Design ifetch, sky130hd; sources not shown.
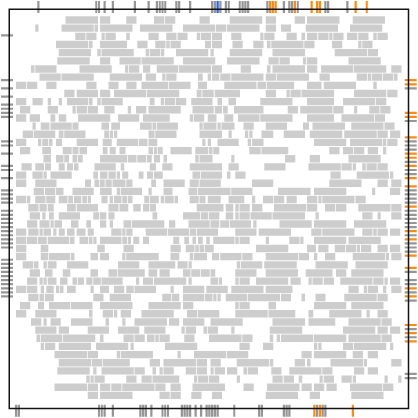
*Pin map*
(3 px per µm) Pins as bars across the die edge, other pins in gray.
[`if_ready`] blue | pins: 1 | direction: input | edge: top
[`if_inst`] orange | pins: 32 | direction: output | edge: 20 right, 9 top, 3 bottom
die height: 132.5 µm
Port Buf Inserts: 160
Die Wd: 132.5 µm

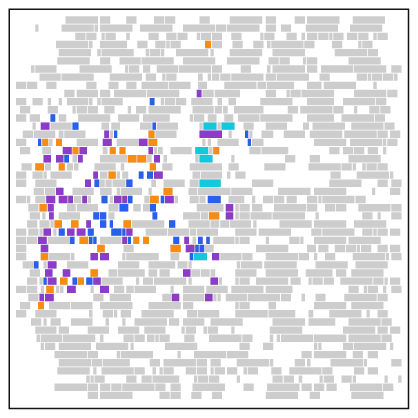
*Logic cells by family*
(3 px per µm)
[aoi and oai cells] purple | cells: 54 | most used: a311oi_1
[fa/ha/maj cells] cyan | cells: 6 | most used: ha_1
[nand cells] blue | cells: 43 | most used: nand2_1
[and/or cells] orange | cells: 33 | most used: or4_1
non-filler cells, final: 1,042
Commonest Layout Cell: clkdlybuf4s50_1
multi-input combinational area share: 26.08%

==> flow_metrics.env <==
# flow metrics
export IMPL_route_met3_wl_mm=1.033
export IMPL_cap_viol_max_count=0
export IMPL_p_leak_nw=3.501
export IMPL_clock_latency_ns=0.42
export IMPL_maxSlewViolCount=0
export IMPL_ctsHoldBuffers=0
export IMPL_place_congestion=0.8660
export IMPL_nets=883
export IMPL_warning_count=29
export IMPL_cts_tree="done"
export IMPL_antenna_found_initial=0
export IMPL_met1_usage_pct=27.53
export IMPL_fin_total_pwr_mw=3.239
export IMPL_synth_area_leader_cell="edfxtp_1"
export IMPL_yosys_area_top_type_share_pct=46.74
export IMPL_p_clk_mw=1.20
export IMPL_worst_pin_slew_ns=0.7538
export IMPL_chipArea_um2=17570
export IMPL_aoi_share_pct=5.265
export IMPL_slew_headroom_pct=49.59
export IMPL_hold_depth=0
export IMPL_largestPowerGroup="sequential cells"
export IMPL_cts_sinks=195
export IMPL_detail_route_antenna_nets=0
export IMPL_final_layout_size_suffix_gt1_share_pct=7.178
export IMPL_worstPathCellList="clkdlybuf4s50_1 -> and2_1 -> ha_1 -> inv_1 -> ha_1 -> inv_1 -> fa_1 -> xor2_1 -> buf_4 -> or3_1 -> or4_1 -> a311oi_1"
export IMPL_slowest_stage="or3_1"
export IMPL_flops=195
export IMPL_synth_top_cell_by_count="edfxtp_1"
export IMPL_synthTopCellsByArea="edfxtp_1, dfxtp_1, mux2i_1, nor2_1, buf_6"
export IMPL_buffers=172
export IMPL_synth_top_flop_cell="edfxtp_1"
export IMPL_postCtsResizedCells=0
export IMPL_num_clock_buffers=20
export IMPL_path_buffers=4
export IMPL_fmax_mhz=248.2
export IMPL_clockPowerShare_pct=37.1
export IMPL_ys_flops=195
export IMPL_p_switching_uw=791.1
export IMPL_grt_pass1_vias=5735
export IMPL_status="completed"
export IMPL_p_comb_uw=307
export IMPL_top_cells_by_count="edfxtp_1, nor2_1, mux2i_1, dfxtp_1, clkbuf_1"
export IMPL_synth_area_yosys_um2=8223
export IMPL_start_kind="input pin"
export IMPL_simple_gate_share_pct=13.82
export IMPL_finish_instance_area_um2=10600
export IMPL_rsz0062_at_grt="false"
export IMPL_setup_viol_count_final=0
export IMPL_clkTransAtPathRegs_ns=0.07
export IMPL_grt_overflow_total=0
export IMPL_ys_sh_xor_pct=1.278
export IMPL_drtIter0Drc=320
export IMPL_taps=220
export IMPL_power_frac_comb_pct=9.5
export IMPL_ios=165
export IMPL_place_area_um2=10050
export IMPL_p_per_area_nw_per_um2=305.7
export IMPL_met1Wirelength_mm=7.664
export IMPL_muxShareOfSynthArea_pct=11.56
export IMPL_worstRegToRegCells=13
export IMPL_top_usage_layer="met2"
export IMPL_dr_wl_met2_mm=8.902
export IMPL_ys_seq_share_pct=63.06
export IMPL_endpoint_kind="flop"
export IMPL_grtUsageMet3_pct=4.483
export IMPL_critPathMaxStageDelay_ns=0.54
export IMPL_async_flop_share_pct=0
export IMPL_yosysCellCount=652
export IMPL_grt_max_degree=65
export IMPL_fp_row_count=47
export IMPL_top_layer="met4"
export IMPL_ys_sh_adder_pct=1.004
export IMPL_critPathKind="input pin to flop"
export IMPL_synth_cells=652
export IMPL_grt_pass1_wl_mm=29.39
export IMPL_post_route_util_pct=64.36
export IMPL_power_frac_seq_pct=53.5
export IMPL_cts_htree_levels=4
export IMPL_nFillCells=1283
export IMPL_numCtsBuffers=17
export IMPL_sh_seq_area_pct=48.96
export IMPL_place_hpwl_mm=11.76
export IMPL_root_buffer="clkbuf_16"
export IMPL_vias=5697
export IMPL_use_met2_pct=35.86
export IMPL_drt_wirelength_per_cell_um=17.21
export IMPL_finalCriticalPeriod_ns=4.029
export IMPL_comb_area_um2=2764
export IMPL_hold_viol=0
export IMPL_via_per_inst=5.467
export IMPL_yosysWarnings=6
export IMPL_top_logic_kind="simple AND/OR/NAND/NOR gates"
export IMPL_avgSynthCellArea_um2=12.61
export IMPL_synth_edff_count=128
export IMPL_finalCritPeriodShare_pct=77.48
export IMPL_first_pass_iters=4
export IMPL_crit_fanout=11
export IMPL_hp_class="flop to flop"
export IMPL_lay_top_cells="clkdlybuf4s50_1, edfxtp_1, nor2_1"
